--- config.mk ---
export PLATFORM = sky130hd
export DESIGN_NAME = alarm_fsm_sequencer
export DESIGN_NICKNAME = d
export VERILOG_FILES = /design/src/rtl/alarm_fsm_sequencer.sv
export SDC_FILE = /design/constraint.sdc
export NUM_CORES = 1
export LEC_CHECK = 0
export CORE_MARGIN = 1.5
export CORE_UTILIZATION = 30
export CTS_BUF_LIST = sky130_fd_sc_hd__clkbuf_4
export DETAILED_ROUTE_END_ITERATION = 10
export SETUP_SLACK_MARGIN = 0.5
export SLEW_MARGIN = 15
export SYNTH_ARGS = -nofsm -noshare
export SYNTH_HDL_FRONTEND = slang
export SYNTH_SLANG_ARGS = --single-unit
export TNS_END_PERCENT = 30
--- constraint.sdc ---
create_clock -name clock -period 1.4 [get_ports clock]
set_input_delay 0.28 -clock clock [delete_from_list [all_inputs] [get_ports clock]]
set_output_delay 0.28 -clock clock [all_outputs]
set_load 0.005 [all_outputs]
--- src/rtl/alarm_fsm_sequencer.sv ---
// Moore sequencer for the alarm clock: turns keypad digits and TIME/ALARM buttons
// into one-cycle datapath strobes and LCD source selects, with an entry timeout.
module alarm_fsm_sequencer #(
  parameter int         TIMEOUT_S = 10,
  parameter logic [3:0] NOKEY     = 4'hA
) (
  input  logic       clock,
  input  logic       reset,
  input  logic       one_second,
  input  logic [3:0] key,
  input  logic       time_button,
  input  logic       alarm_button,
  output logic       shift,
  output logic       load_alarm,
  output logic       load_time,
  output logic       reset_count,
  output logic       show_new_time,
  output logic       show_alarm
);

  typedef enum logic [2:0] {
    SHOW_TIME        = 3'd0,
    KEY_STORED       = 3'd1,
    KEY_WAITED       = 3'd2,
    KEY_ENTRY        = 3'd3,
    SHOW_ALARM       = 3'd4,
    SET_ALARM_TIME   = 3'd5,
    SET_CURRENT_TIME = 3'd6
  } state_t;

  state_t     state, state_nxt;
  logic [3:0] count, count_nxt;
  logic       key_valid;
  logic       in_entry;
  logic       timeout;

  // Any non-digit code, not just NOKEY, counts as an idle keypad.
  assign key_valid = (key <= 4'd9) && (key != NOKEY);
  assign in_entry  = (state == KEY_WAITED) || (state == KEY_ENTRY);
  assign timeout   = one_second && (count == 4'(TIMEOUT_S - 1));

  always_ff @(posedge clock or posedge reset) begin
    if (reset) begin
      state <= SHOW_TIME;
      count <= '0;
    end else begin
      state <= state_nxt;
      count <= count_nxt;
    end
  end

  always_comb begin
    state_nxt = state;
    case (state)
      SHOW_TIME: begin
        if (alarm_button)   state_nxt = SHOW_ALARM;
        else if (key_valid) state_nxt = KEY_STORED;
      end
      KEY_STORED: state_nxt = KEY_WAITED;
      KEY_WAITED: begin
        if (!key_valid)   state_nxt = KEY_ENTRY;
        else if (timeout) state_nxt = SHOW_TIME;
      end
      KEY_ENTRY: begin
        if (alarm_button)     state_nxt = SET_ALARM_TIME;
        else if (time_button) state_nxt = SET_CURRENT_TIME;
        else if (key_valid)   state_nxt = KEY_STORED;
        else if (timeout)     state_nxt = SHOW_TIME;
      end
      SHOW_ALARM: begin
        if (!alarm_button) state_nxt = SHOW_TIME;
      end
      SET_ALARM_TIME:   state_nxt = SHOW_TIME;
      SET_CURRENT_TIME: state_nxt = SHOW_TIME;
      default:          state_nxt = SHOW_TIME;
    endcase
  end

  // Inactivity is measured from key release, so the count restarts on entry to KEY_ENTRY.
  always_comb begin
    count_nxt = '0;
    if (in_entry && !(state == KEY_WAITED && state_nxt == KEY_ENTRY)) begin
      count_nxt = one_second ? count + 4'd1 : count;
    end
  end

  always_comb begin
    shift         = 1'b0;
    load_alarm    = 1'b0;
    load_time     = 1'b0;
    reset_count   = 1'b0;
    show_new_time = 1'b0;
    show_alarm    = 1'b0;
    case (state)
      KEY_STORED:       shift = 1'b1;
      KEY_WAITED:       show_new_time = 1'b1;
      KEY_ENTRY:        show_new_time = 1'b1;
      SHOW_ALARM:       show_alarm = 1'b1;
      SET_ALARM_TIME:   load_alarm = 1'b1;
      SET_CURRENT_TIME: begin
        load_time   = 1'b1;
        reset_count = 1'b1;
      end
      default: ;
    endcase
  end

endmodule

==> images/met1.png <==
Bar = 10 um.
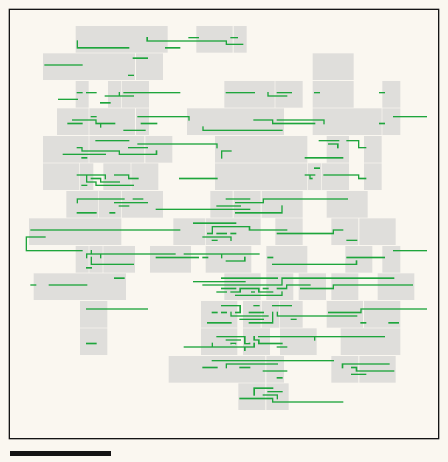
The longest straight run is 14.7 um. The layer holds 43% of the routed length. 74 nets have wire on it. The wires run mostly horizontal.

==> images/met2.png <==
Bar = 10 um.
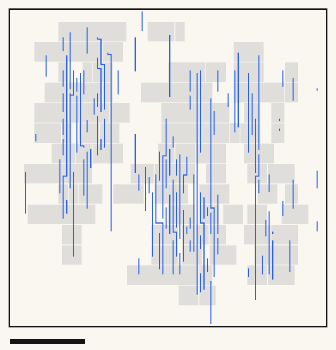
The longest straight run is 29.6 um. The layer holds 52% of the routed length. The layer carries 569 um of wire. 80 nets have wire on it. The wires run mostly vertical.

==> images/met3.png <==
Bar = 10 um.
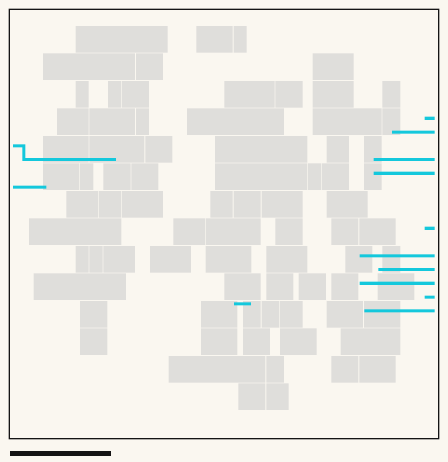
The longest straight run is 9.00 um. The wires run mostly horizontal. 13 nets have wire on it. The layer holds 5.4% of the routed length. The layer carries 59.3 um of wire.

==> images/final_congestion.png <==
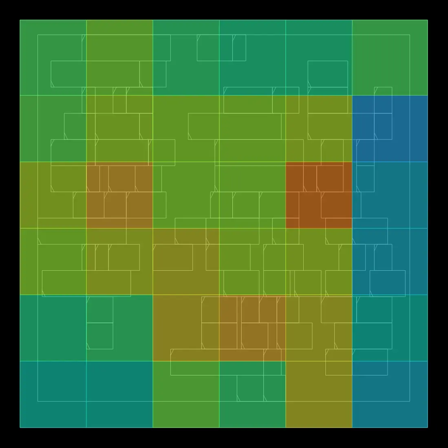
busiest grt layer: met2
GRT met3 Usage: 0.0129

-- kinds of logic (layout without fill, tap and decap cells) --
kind of cell	after synthesis	in the layout	synth area share
simple gates	19	19	0.237
compound gates	10	10	0.181
flops	7	7	0.377
buf+inv	6	36	0.0728
xor+xnor	3	3	0.0566
fa+ha+maj	2	2	0.0539
mux	1	1	0.0216
-- power by group through the flow --
| stage | clock [W] | combinational [W] | sequential (W) |
|---|---|---|---|
| 6_report | 0.000205 | 0.000707 | 0.000295 |
| 4_1_cts | 0.000218 | 0.000583 | 0.000292 |
| 5_1_grt | 0.000223 | 0.000765 | 0.000302 |
| 3_3_place_gp | 0 | 0.000519 | 0.000296 |
| 2_1_floorplan | 0 | 0.000265 | 0.000280 |
| 3_5_place_dp | 0 | 0.000518 | 0.000295 |
-- flip-flops by register name, summed over array words and instances, names as in the netlist --
signal and flops:
count 4, state 3
-- synth_stat cells, drive strengths merged --
master,count
and4b,1
nand3b,1
ha,2
nand2b,1
and2b,1
xnor2,1
nor2,6
a21oi,1
nand4,1
and3,1
nand2,1
dfrtp,7
or2b,1
nor3b,2
inv,3
nor4,1
o311ai,1
a211oi,1
mux2i,1
buf,3
xor2,2
a32o,1
o21a,1
a211o,1
o21ai,3
or3,1
a2111oi,1
nand3,1
-- worst max-delay path: cells and delay by family, from the launching register on --
family	cells	cell delay, ps
flops	1	400
buf+inv	3	350
simple gates	1	150
-- final timing paths --
check | cells past startpoint | slack (ps) | endpoint
min in group clock | 2 | 540 | count[3]
min | 2 | 250 | state[1]
max in group asynchronous | 2 | 920 | state[0]
min reg2reg | 2 | 540 | count[3]
max reg2reg | 7 | 10 | state[0]
max | 4 | -30 | show_new_time
-- metrics by stage --
step | worst slack, ps | instances | power (W) | hold WS (ps)
CTS | -42.1 | 93 | 0.00109 | 249
detailed placement | -180 | 86 | 0.000813 | 529
floorplan | 93.2 | 48 | 0.000546 | 83.4
finish | -30.7 | 94 | 0.00121 | 255
global route | -83.5 | 94 | 0.00129 | 276
global placement | -166 | 86 | 0.000815 | 525
-- timing repair --
action | 4_1_cts | 5_1_grt
endpoints found under the hold margin | 0 | 0
resized | 35 | 12
setup endpoints to repair | 13 | 13
gates cloned | 0 | 0
pin swaps | 8 | 6
buffers inserted | 3 | 1
-- area by class of cell --
type / instances / area, um2 / share of cell area
Clock buffer: 4 / 30.0 / 0.0372
Inverter: 3 / 11.3 / 0.0140
Multi-Input combinational cell: 35 / 327 / 0.405
Sequential cell: 7 / 176 / 0.219
Tap cell: 16 / 20.0 / 0.0248
Timing Repair Buffer: 29 / 243 / 0.301
-- per-layer routing --
metal | track usage | wire length (um)
met5 | 0 | 0
met2 | 0.206 | 568
met3 | 0.0129 | 59
met1 | 0.152 | 472
met4 | 0.0938 | 0
==> summary.txt <==
Pre-antenna DRT Iters -> 4
Final #Nets -> 90
Finished Cell Area -> 807 um2
net switching power -> 0.000412 W
Post-Route WL -> 1100 um
io pins -> 15
Setup crit end kind -> primary output
Comb power frac -> 0.586
Tmin final -> 1430 ps
RSZ-0062 raised after global routing -> true
drc violations -> 0
Setup TNS -> -30.7 ps
most frequent CP cell -> buf_6
Worst Skew -> 0.364 ps
peak supply drop -> 558 uV
Max Cap Violations -> 0
Num CTS Buffers -> 3
# setup viols final -> 1
largest net degree at the start of global routing -> 8
clock root cell -> clkbuf_4
Setup WS post-layout -> -30.7 ps
GRT Overall Usage -> 0.126
H-tree levels -> 1
static leakage -> 0.371 nW
worst r2r src -> state[1]
Reg power frac -> 0.244
violated checks -> setup timing
post-place instance area -> 693 um2
Yosys chip area -> 464 um2
initial antenna violation count -> 0
most instantiated logic cell after routing -> buf_4
initial drt markers -> 3
synth warn -> 0
status -> finished with violations
Clock Latency Late Sink -> 250 ps
Netlist Area Pre-Place -> 464 um2
Post-DRT Antenna Nets -> 0
die span in x -> 42.3 um
first-pass GRT wire length -> 1700 um
clock sink total -> 7
clock slew at reported path FFs -> 50 ps
Power is estimated from default activity; no workload was simulated.
